===== src/rtl/decode_stage.sv =====
// Decode / operand-fetch stage: decodes the instruction class, resolves operands with
// EX/MEM forwarding, detects load-use hazards and registers the result into ID/EX.
module decode_stage #(
  parameter int ARCH_BITS = 32
) (
  input  logic                 clk,
  input  logic                 rst,
  input  logic                 inValid,
  input  logic [31:0]          inInstr,
  input  logic [ARCH_BITS-1:0] inPc,
  output logic                 stallOut,
  input  logic                 flush,
  input  logic                 exStall,
  output logic [4:0]           rfSrc1,
  output logic [4:0]           rfSrc2,
  input  logic [ARCH_BITS-1:0] rfData1,
  input  logic [ARCH_BITS-1:0] rfData2,
  input  logic [ARCH_BITS-1:0] exResult,
  input  logic                 memWrEn,
  input  logic [4:0]           memDst,
  input  logic [ARCH_BITS-1:0] memData,
  output logic                 idValid,
  output logic [6:0]           idOpcode,
  output logic [4:0]           idDst,
  output logic [ARCH_BITS-1:0] idPc,
  output logic [ARCH_BITS-1:0] idOp1,
  output logic [ARCH_BITS-1:0] idOp2,
  output logic [ARCH_BITS-1:0] idImm,
  output logic                 idWrEn,
  output logic                 idIsLoad,
  output logic                 idIsStore,
  output logic                 idIsBranch,
  output logic [15:0]          stallCount
);

  localparam logic [6:0] OP_RMAX = 7'h0F;
  localparam logic [6:0] OP_ADDI = 7'h10;
  localparam logic [6:0] OP_LDW  = 7'h11;
  localparam logic [6:0] OP_STW  = 7'h12;
  localparam logic [6:0] OP_BEQ  = 7'h30;

  logic [6:0]           w_opcode;
  logic [4:0]           w_dst;
  logic [4:0]           w_src1;
  logic [4:0]           w_src2;
  logic                 w_use1;
  logic                 w_use2;
  logic                 w_wr;
  logic                 w_load;
  logic                 w_store;
  logic                 w_branch;
  logic                 w_hazard;
  logic                 w_exFwdOk;
  logic [ARCH_BITS-1:0] w_op1;
  logic [ARCH_BITS-1:0] w_op2;
  logic [ARCH_BITS-1:0] w_imm;

  logic                 r_valid;
  logic [6:0]           r_opcode;
  logic [4:0]           r_dst;
  logic [ARCH_BITS-1:0] r_pc;
  logic [ARCH_BITS-1:0] r_op1;
  logic [ARCH_BITS-1:0] r_op2;
  logic [ARCH_BITS-1:0] r_imm;
  logic                 r_wrEn;
  logic                 r_isLoad;
  logic                 r_isStore;
  logic                 r_isBranch;
  logic [15:0]          r_stallCount;

  assign w_opcode = inInstr[31:25];
  assign w_dst    = inInstr[24:20];
  assign w_src1   = inInstr[19:15];
  assign w_src2   = inInstr[14:10];
  assign w_imm    = {{(ARCH_BITS-15){inInstr[14]}}, inInstr[14:0]};
  assign rfSrc1   = w_src1;
  assign rfSrc2   = w_src2;

  always_comb begin
    w_use1   = 1'b0;
    w_use2   = 1'b0;
    w_wr     = 1'b0;
    w_load   = 1'b0;
    w_store  = 1'b0;
    w_branch = 1'b0;
    if (w_opcode <= OP_RMAX) begin
      w_use1 = 1'b1;
      w_use2 = 1'b1;
      w_wr   = 1'b1;
    end else begin
      case (w_opcode)
        OP_ADDI: begin
          w_use1 = 1'b1;
          w_wr   = 1'b1;
        end
        OP_LDW: begin
          w_use1 = 1'b1;
          w_wr   = 1'b1;
          w_load = 1'b1;
        end
        OP_STW: begin
          w_use1  = 1'b1;
          w_use2  = 1'b1;
          w_store = 1'b1;
        end
        OP_BEQ: begin
          w_use1   = 1'b1;
          w_use2   = 1'b1;
          w_branch = 1'b1;
        end
        default: ;
      endcase
    end
  end

  // A load in ID/EX has no result yet, so it can never forward from EX.
  assign w_exFwdOk = r_valid && r_wrEn && !r_isLoad;

  always_comb begin
    w_op1 = rfData1;
    if (w_use1) begin
      if (w_exFwdOk && (r_dst == w_src1))        w_op1 = exResult;
      else if (memWrEn && (memDst == w_src1))    w_op1 = memData;
    end
  end

  always_comb begin
    w_op2 = rfData2;
    if (w_use2) begin
      if (w_exFwdOk && (r_dst == w_src2))        w_op2 = exResult;
      else if (memWrEn && (memDst == w_src2))    w_op2 = memData;
    end
  end

  assign w_hazard = r_valid && r_isLoad && inValid &&
                    ((w_use1 && (w_src1 == r_dst)) || (w_use2 && (w_src2 == r_dst)));

  assign stallOut = !rst && !flush && (exStall || w_hazard);

  // Priority: reset, flush, execute back-pressure (hold), load-use bubble, normal advance.
  always_ff @(posedge clk) begin
    if (rst) begin
      r_valid      <= 1'b0;
      r_opcode     <= '0;
      r_dst        <= '0;
      r_pc         <= '0;
      r_op1        <= '0;
      r_op2        <= '0;
      r_imm        <= '0;
      r_wrEn       <= 1'b0;
      r_isLoad     <= 1'b0;
      r_isStore    <= 1'b0;
      r_isBranch   <= 1'b0;
      r_stallCount <= '0;
    end else if (flush) begin
      r_valid    <= 1'b0;
      r_wrEn     <= 1'b0;
      r_isLoad   <= 1'b0;
      r_isStore  <= 1'b0;
      r_isBranch <= 1'b0;
    end else if (exStall) begin
      r_valid <= r_valid;
    end else if (w_hazard) begin
      r_valid    <= 1'b0;
      r_wrEn     <= 1'b0;
      r_isLoad   <= 1'b0;
      r_isStore  <= 1'b0;
      r_isBranch <= 1'b0;
      if (r_stallCount != 16'hFFFF) r_stallCount <= r_stallCount + 16'd1;
    end else begin
      r_valid    <= inValid;
      r_opcode   <= w_opcode;
      r_dst      <= w_dst;
      r_pc       <= inPc;
      r_op1      <= w_op1;
      r_op2      <= w_op2;
      r_imm      <= w_imm;
      r_wrEn     <= inValid && w_wr;
      r_isLoad   <= inValid && w_load;
      r_isStore  <= inValid && w_store;
      r_isBranch <= inValid && w_branch;
    end
  end

  assign idValid    = r_valid;
  assign idOpcode   = r_opcode;
  assign idDst      = r_dst;
  assign idPc       = r_pc;
  assign idOp1      = r_op1;
  assign idOp2      = r_op2;
  assign idImm      = r_imm;
  assign idWrEn     = r_wrEn;
  assign idIsLoad   = r_isLoad;
  assign idIsStore  = r_isStore;
  assign idIsBranch = r_isBranch;
  assign stallCount = r_stallCount;

endmodule


===== config.mk =====
export PLATFORM = sky130hd
export DESIGN_NAME = decode_stage
export DESIGN_NICKNAME = d
export VERILOG_FILES = /design/src/rtl/decode_stage.sv
export SDC_FILE = /design/constraint.sdc
export NUM_CORES = 1
export LEC_CHECK = 0
export CORE_ASPECT_RATIO = 0.7
export CORE_MARGIN = 2
export CORE_UTILIZATION = 37
export DETAILED_ROUTE_END_ITERATION = 10
export PLACE_DENSITY = 0.78
export SLEW_MARGIN = 20
export SYNTH_ARGS = -nofsm -noshare
export SYNTH_HDL_FRONTEND = slang
export SYNTH_SLANG_ARGS = --single-unit

===== constraint.sdc =====
create_clock -name clk -period 2.75 [get_ports clk]
set_clock_uncertainty 0.1 [all_clocks]
set_input_delay 0.6875 -clock clk [delete_from_list [all_inputs] [get_ports clk]]
set_output_delay 0.6875 -clock clk [all_outputs]
set_load 0.03 [all_outputs]

### Placed standard cells, run 1

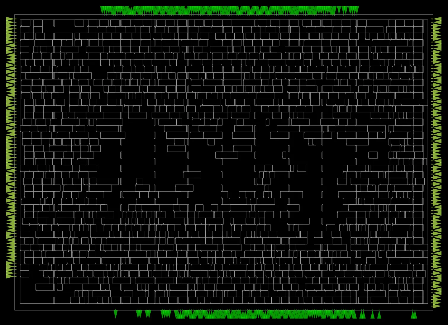
final cell count without fillers: 1,489
Core ar.: 0.0196 mm2
row count: 43
Filler cells: 1,616
post-layout util: 63.1%

### Metal layers overlaid, run 1

Scale: 2 px per um. Two of the layers only.
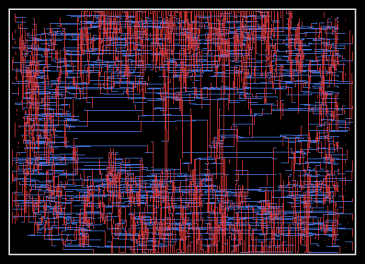
Key: blue = M1 [wire length 11,000 um]; red = M2 [wire length 12,200 um]

### The metal 3 layer, run 1

Scale: 2 px per um.
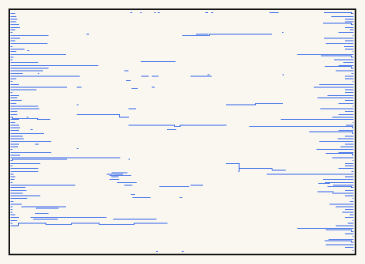
The layer carries 2,030 um of wire. The longest straight run is 54.5 um. 204 nets have wire on it.
via count: 7,354
met3 Resource Use GR: 7.34%
Post-Route WL: 25,700 um

### Sequential cells grouped by signal name, run 1

Scale: 3 px per um. Other sequential cells in the stronger grey, the rest of the logic in the fainter grey.
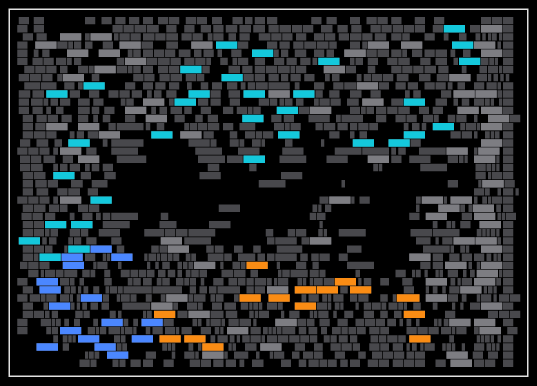
Key: orange = `idImm` [flops 15]; cyan = `idOp2` [flops 32]; blue = `stallCount` [flops 16, where lower left]
Another 81 sequential cells are not coloured.

==> flow_metrics.env, run 1 <==
# physical design summary
export IMPL_status="complete, but fails checks"
export IMPL_violations="negative setup slack"
export IMPL_cts_tree="done"
export IMPL_ff2ff_setup_slack_ns=0.12
export IMPL_cap_violations=0
export IMPL_antenna_cells=0
export IMPL_finalSetupViolCount=1
export IMPL_grt_pass1_vias=7140
export IMPL_antenna_found_initial=0
export IMPL_regToRegEndpoint="idOp2[6]"
export IMPL_final_common_cell="clkdlybuf4s50_1"
export IMPL_synth_area_mm2=0.00734
export IMPL_use_met2_pct=39.3
export IMPL_highest_layer="met4"
export IMPL_first_pass_iters=4
export IMPL_worstPathRequired_ns=1.96
export IMPL_worst_pin_slew_ns=0.783
export IMPL_finalCritPeriodShare_pct=109
export IMPL_final_setup_worst_slack_ns=-0.261
export IMPL_switchingPower_w=0.00167
export IMPL_hold_path_class="reg2reg"
export IMPL_p_comb_share_pct=24.0
export IMPL_slew_headroom_pct=47.8
export IMPL_dr_wl_met2_um=12200
export IMPL_fin_crit_ns=3.01
export IMPL_ys_seq_share_pct=39.3
export IMPL_grt_max_degree=76
export IMPL_chip_area_mm2=0.0210
export IMPL_worstPathArrival_ns=2.22
export IMPL_worst_r2r_path_depth=12
export IMPL_ir_drop_mv=0.351
export IMPL_grt_pass1_wl_um=38300
export IMPL_holdCritStartpoint="idPc[26]"
export IMPL_ys_ff=144
export IMPL_m1WireLength_um=11000
export IMPL_p_sw_share_pct=28.4
export IMPL_cellPowerDensity_mw_per_mm2=474
export IMPL_met1_usage_pct=29.6
export IMPL_fin_setup_tns_ns=-0.261
export IMPL_dp_cells=1448
export IMPL_power_internal_w=0.00420
export IMPL_vias_per_cell=4.94
export IMPL_io_buffers=374
export IMPL_track_usage_pct=23.6
export IMPL_synth_nets=1028
export IMPL_place_ws_ns=-0.624
export IMPL_cp_max_fo=4
export IMPL_finalNetCount=1412
export IMPL_drcViolationCount=0
export IMPL_worstHoldEndpoint="idPc[26]"
export IMPL_async_flop_share_pct=0
export IMPL_finalHoldViolations=0
export IMPL_clk_path_buf_depth=2
export IMPL_overflow=0
export IMPL_edf_count=0
export IMPL_path_class="in2out"
export IMPL_lay_top_cells="352 x clkdlybuf4s50_1, 143 x dfxtp_1, 129 x nand2_1"
export IMPL_r2r_start="idDst[1]"
export IMPL_ys_area_mm2=0.00734
export IMPL_drt_initial_drc_count=313
export IMPL_area_delta_synth_final_pct=68.8
export IMPL_ant_nets=0
export IMPL_cts_root_buf="clkbuf_16"
export IMPL_max_freq_ghz=0.332
export IMPL_synthFlopType="dfxtp_1"
export IMPL_yosysUniqueCellTypes=51
export IMPL_top_level_ports=375
export IMPL_drive_above_1_share_pct=17.1
export IMPL_clock_sinks=144
export IMPL_startpoint_type="input port"
export IMPL_wl_per_cell_um=17.2
export IMPL_p_seq_share_pct=38.9
export IMPL_path_clk_slew_ns=0.05
export IMPL_fp_utilization_pct=37.4
export IMPL_clkLatencyLatePin_ns=0.41
export IMPL_syn_inst=824
export IMPL_maxSlewViolCount=0
export IMPL_yosys_stat_cells=824
export IMPL_h_tree_depth=4
export IMPL_avgSynthCellArea_um2=8.91
export IMPL_clockPowerShare_pct=37.2
export IMPL_ys_warn_count=0
export IMPL_power_leakage_nw=4.45
export IMPL_die_width_um=172
export IMPL_cts_buffers=17
export IMPL_gp_congestion=0.879
export IMPL_dr_wl_met3_um=2030
export IMPL_power_total_w=0.00587
export IMPL_rsz0062_at_grt="true"
export IMPL_top_usage_layer="met2"
export IMPL_end_kind="primary output"
export IMPL_hold_depth=2
export IMPL_openroad_warnings=29
export IMPL_hpwl_um=19400
export IMPL_die_y_um=122
run 1: flip-flops by register name, summed over array words and instances, names as in the netlist:
signal      cells
idIsStore       1
idIsBranch      1
idValid         1
stallCount     16
idOp1          32
idOpcode        7
idOp2          32
idDst           5
idWrEn          1
idPc           32
idImm          15
idIsLoad        1
run 1: area by class of cell:
class	instances	area, um2	area share [%]
flip-flops and latches	144	2880	23.3
clock inverters	9	86.3	0.697
inverters	5	18.8	0.151
multi-input cells	588	4050	32.7
well taps	270	338	2.73
clock buffers	21	460	3.72
repair buffers	452	4550	36.8
run 1: synth_stat cells, types with 2 or more instances:
cell,instances,area share (%)
or3_1,10,0.85
clkbuf_4,2,0.20
nor3_1,6,0.41
o21a_1,4,0.41
buf_2,28,1.9
mux2_2,62,9.5
a21oi_1,67,4.6
nand3_1,14,0.95
a311oi_1,3,0.36
clkbuf_1,26,1.3
inv_1,5,0.26
o2111ai_4,2,0.72
dfxtp_1,144,39
and3_1,3,0.26
o21ai_1,4,0.27
nor4_1,3,0.26
and2_1,2,0.17
nand2_1,130,6.6
nand3b_1,63,6.4
nand4_1,4,0.34
xor2_1,15,1.8
o21ai_0,77,5.2
buf_4,30,3.1
xnor2_1,9,1.1
nand2b_1,2,0.17
nor2_1,15,0.77
mux2i_1,63,8.6
nor2b_1,5,0.43
or4_1,4,0.41
run 1: power groups by stage:
stage	logic (W)	clock network [W]	registers (W)
final	0.00141	0.00218	0.00228
after CTS	0.00140	0.00223	0.00228
after global placement	0.00138	0	0.00232
after detailed placement	0.00140	0	0.00233
after global routing	0.00150	0.00232	0.00229
after floorplan	0.000422	0	0.00256
run 1: per-stage QoR:
stage | hold slack, ns | instance area, um2
2_1_floorplan | 0.480 | 7360
3_3_place_gp | 0.341 | 11600
3_5_place_dp | 0.346 | 11600
4_1_cts | 0.354 | 12300
5_1_grt | 0.368 | 12400
6_report | 0.352 | 12400
run 1: worst max-delay path: stages:
cell and delay [ns]:
buf_6 0.09, or4b_4 0.58, o31ai_4 0.25, and3_4 0.25
o21ai_4 0.07, a21boi_4 0.16, buf_12 0.14
run 1: worst max path at each step:
| stage | start | end | slack [ns] | cells after the start |
|---|---|---|---|---|
| 4_1_cts | inInstr[28] | stallOut | -0.31 | 7 |
| 2_1_floorplan | inInstr[31] | stallOut | -0.26 | 6 |
| 6_report | inInstr[31] | stallOut | -0.26 | 7 |
| 5_1_grt | inInstr[31] | stallOut | -0.29 | 7 |
| 3_3_place_gp | inInstr[31] | stallOut | -0.60 | 7 |
| 3_5_place_dp | inInstr[29] | stallOut | -0.62 | 7 |
run 1: cell families after synthesis:
logic type / Yosys count / synth area share [%]
buffers and inverters: 92 / 6.92
XOR/XNOR: 24 / 2.86
multiplexers: 126 / 18.3
adder cells (fa/ha/maj): 2 / 0.307
flip-flops: 144 / 39.3
AND-OR/OR-AND: 167 / 13.2
AND/OR/NAND/NOR: 269 / 19.2
run 1: repair_timing:
item | CTS | global route
setup endpoints to repair | 89 | 31
resized | 29 | 24
setup buffers | 5 | 5
pin swaps | 6 | 9
cloned | 2 | 0
hold buffers | 0 | 0
==> run 2, diff against run 1 <==
- CAP_MARGIN: not set -> 25
### Cell classes on the final placement, run 2

Scale: 1.5 px per um.
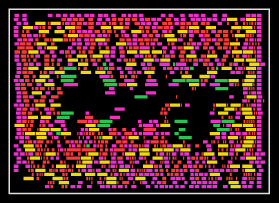
Key: red = remaining logic cells [cells 593, share of their area 34%]; magenta = remaining buffers and delay cells [cells 452, share of their area 38%]; yellow = sequential cells [cells 144, share of their area 24%]; green = clock drivers and dummy loads [cells 30, share of their area 4.5%]
fraction of area in registers: 23.3%
Post-Layout Inst Area: 0.0124 mm2

### Placed standard cells, run 2

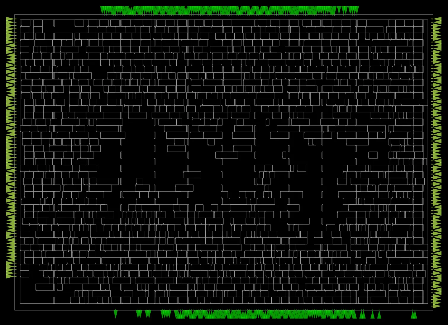
Tap Cells: 270
FF+latch count: 144

==> run 2 against run 1 <==
Effect of this change:
- the run still ends with negative setup slack left
- sequential power is essentially flat
- register-to-register slack about the same
- cell area is the same
- die area stayed put
- synthesized cell count stayed put
==> flow_metrics.env, run 2 <==
# physical design summary
export IMPL_fin_setup_tns_ns=-0.261
export IMPL_highest_layer="met4"
export IMPL_rsz0062_at_grt="true"
export IMPL_grt_pass1_vias=7140
export IMPL_clkLatencyLatePin_ns=0.41
export IMPL_yosysMostFrequentCell="dfxtp_1"
export IMPL_cap_violations=0
export IMPL_wl_per_cell_um=17.2
export IMPL_finalCritPeriodShare_pct=109
export IMPL_status="complete, but fails checks"
export IMPL_vias_per_cell=4.94
export IMPL_slew_headroom_pct=47.8
export IMPL_ys_seq_share_pct=39.3
export IMPL_syn_inst=824
export IMPL_cp_max_fo=4
export IMPL_hpwl_um=19400
export IMPL_startpoint_type="input port"
export IMPL_lay_top_cells="352 x clkdlybuf4s50_1, 143 x dfxtp_1, 129 x nand2_1"
export IMPL_top_level_ports=375
export IMPL_die_y_um=122
export IMPL_finalNetCount=1412
export IMPL_final_common_cell="clkdlybuf4s50_1"
export IMPL_power_leakage_nw=4.45
export IMPL_cts_buffers=17
export IMPL_avgSynthCellArea_um2=8.91
export IMPL_grt_max_degree=76
export IMPL_core_area_mm2=0.0196
export IMPL_ys_area_mm2=0.00734
export IMPL_holdBufCountCts=0
export IMPL_antenna_found_initial=0
export IMPL_ant_nets=0
export IMPL_edf_count=0
export IMPL_maxSlewViolCount=0
export IMPL_fp_utilization_pct=37.4
export IMPL_clock_sinks=144
export IMPL_overflow=0
export IMPL_chip_area_mm2=0.0210
export IMPL_path_clk_slew_ns=0.05
export IMPL_die_width_um=172
export IMPL_grt_pass1_wl_um=38300
export IMPL_worstPathRequired_ns=1.96
export IMPL_openroad_warnings=29
export IMPL_power_total_w=0.00587
export IMPL_worst_pin_slew_ns=0.783
export IMPL_dr_wl_met2_um=12200
export IMPL_max_freq_ghz=0.332
export IMPL_track_usage_pct=23.6
export IMPL_drive_above_1_share_pct=17.1
export IMPL_synth_largest_type_area_fraction_pct=39.3
export IMPL_synth_area_mm2=0.00734
export IMPL_synthFlopType="dfxtp_1"
export IMPL_synth_largest_area_cell="dfxtp_1"
export IMPL_yosys_stat_cells=824
export IMPL_area_delta_synth_final_pct=68.8
export IMPL_ir_drop_mv=0.351
export IMPL_finalHoldViolations=0
export IMPL_gp_congestion=0.879
export IMPL_final_setup_worst_slack_ns=-0.261
export IMPL_ys_ff=144
export IMPL_io_buffers=374
export IMPL_async_flop_share_pct=0
export IMPL_cellPowerDensity_mw_per_mm2=474
export IMPL_fin_crit_ns=3.01
export IMPL_cts_root_buf="clkbuf_16"
export IMPL_place_ws_ns=-0.624
export IMPL_path_class="in2out"
export IMPL_yosysUniqueCellTypes=51
export IMPL_vias=7354
export IMPL_rows=43
export IMPL_ys_warn_count=0
export IMPL_antenna_cells=0
export IMPL_worstPathArrival_ns=2.22
export IMPL_clk_path_buf_depth=2
export IMPL_finalWirelength_um=25700
export IMPL_h_tree_depth=4
export IMPL_hold_path_class="reg2reg"
export IMPL_area_leaders="dfxtp_1 39%, mux2_2 9.5%, mux2i_1 8.6%"
export IMPL_violations="negative setup slack"
export IMPL_yosys_top_cells_count="144 x dfxtp_1, 130 x nand2_1, 77 x o21ai_0"
export IMPL_drcViolationCount=0
export IMPL_cts_tree="done"
export IMPL_first_pass_iters=4
export IMPL_end_kind="primary output"
export IMPL_drt_initial_drc_count=313
export IMPL_m1WireLength_um=11000
export IMPL_finalSetupViolCount=1
export IMPL_synth_nets=1028
export IMPL_dr_wl_met3_um=2030
-- run 2: cell counts in the layout (fill, tap and decap cells not counted) --
Identical to the previous run, type by type.
-- run 2: layer usage --
layer  track usage, %  vias up
met5                0        -
met4             5.88        0
met3             7.34       35
met2             39.3      254
met1             29.6     3432
li1                 -     3633
-- run 2: metrics by stage --
stage | std cells | utilization [%] | hold slack [ns] | instance area [um2]
after floorplan | 824 | - | 0.480 | 7360
after global placement | 1448 | 59.3 | 0.341 | 11600
after detailed placement | 1448 | 59.3 | 0.346 | 11600
after CTS | 1485 | 62.8 | 0.354 | 12300
after global routing | 1489 | 63.1 | 0.368 | 12400
final | 1489 | 63.1 | 0.352 | 12400
-- run 2: power by group --
part / internal (W) / switching [W]
clock network: 0.00128 / 0.000897
registers: 0.00221 / 0.0000718
logic: 0.000708 / 0.000700
-- run 2: kinds of logic (layout without fill, tap and decap cells) --
group,count (synthesis),after routing,synth area share [%]
fa+ha+maj,2,2,0.307
xor+xnor,24,24,2.86
simple gates,269,269,19.2
buf+inv,92,487,6.92
flops,144,144,39.3
compound gates,167,167,13.2
mux,126,126,18.3
-- run 2: path summary, 6_finish.rpt --
| check | start | to | slack (ns) | depth (start not counted) |
|---|---|---|---|---|
| hold reg to reg | idPc[26] | idPc[26] | 0.35 | 2 |
| setup / recovery | inInstr[31] | stallOut | -0.26 | 7 |
| setup reg to reg | idDst[1] | idOp2[6] | 0.12 | 12 |
| hold / removal | idPc[26] | idPc[26] | 0.35 | 2 |
-- run 2: critical path, cell delays in order --
cell and delay (ns):
buf_6 0.09, or4b_4 0.58, o31ai_4 0.25, and3_4 0.25, o21ai_4 0.07, a21boi_4 0.16
buf_12 0.14
-- run 2: what timing repair did --
action / in CTS / in global routing
pin swaps: 6 / 9
resized: 29 / 24
endpoints found under the setup margin: 89 / 31
endpoints found under the hold margin: 0 / 0
buffers inserted: 5 / 5
cloned: 2 / 0
-- run 2: layout make-up --
cell class                      instances  area (um2)
Tap cell                              270         338
Timing Repair Buffer                  452        4550
Clock inverter                          9        86.3
Inverter                                5        18.8
Fill cell                            1616        7250
Multi-Input combinational cell        588        4050
Sequential cell                       144        2880
Clock buffer                           21         460
No activity file was given, so power comes from the tool's default toggle rates.
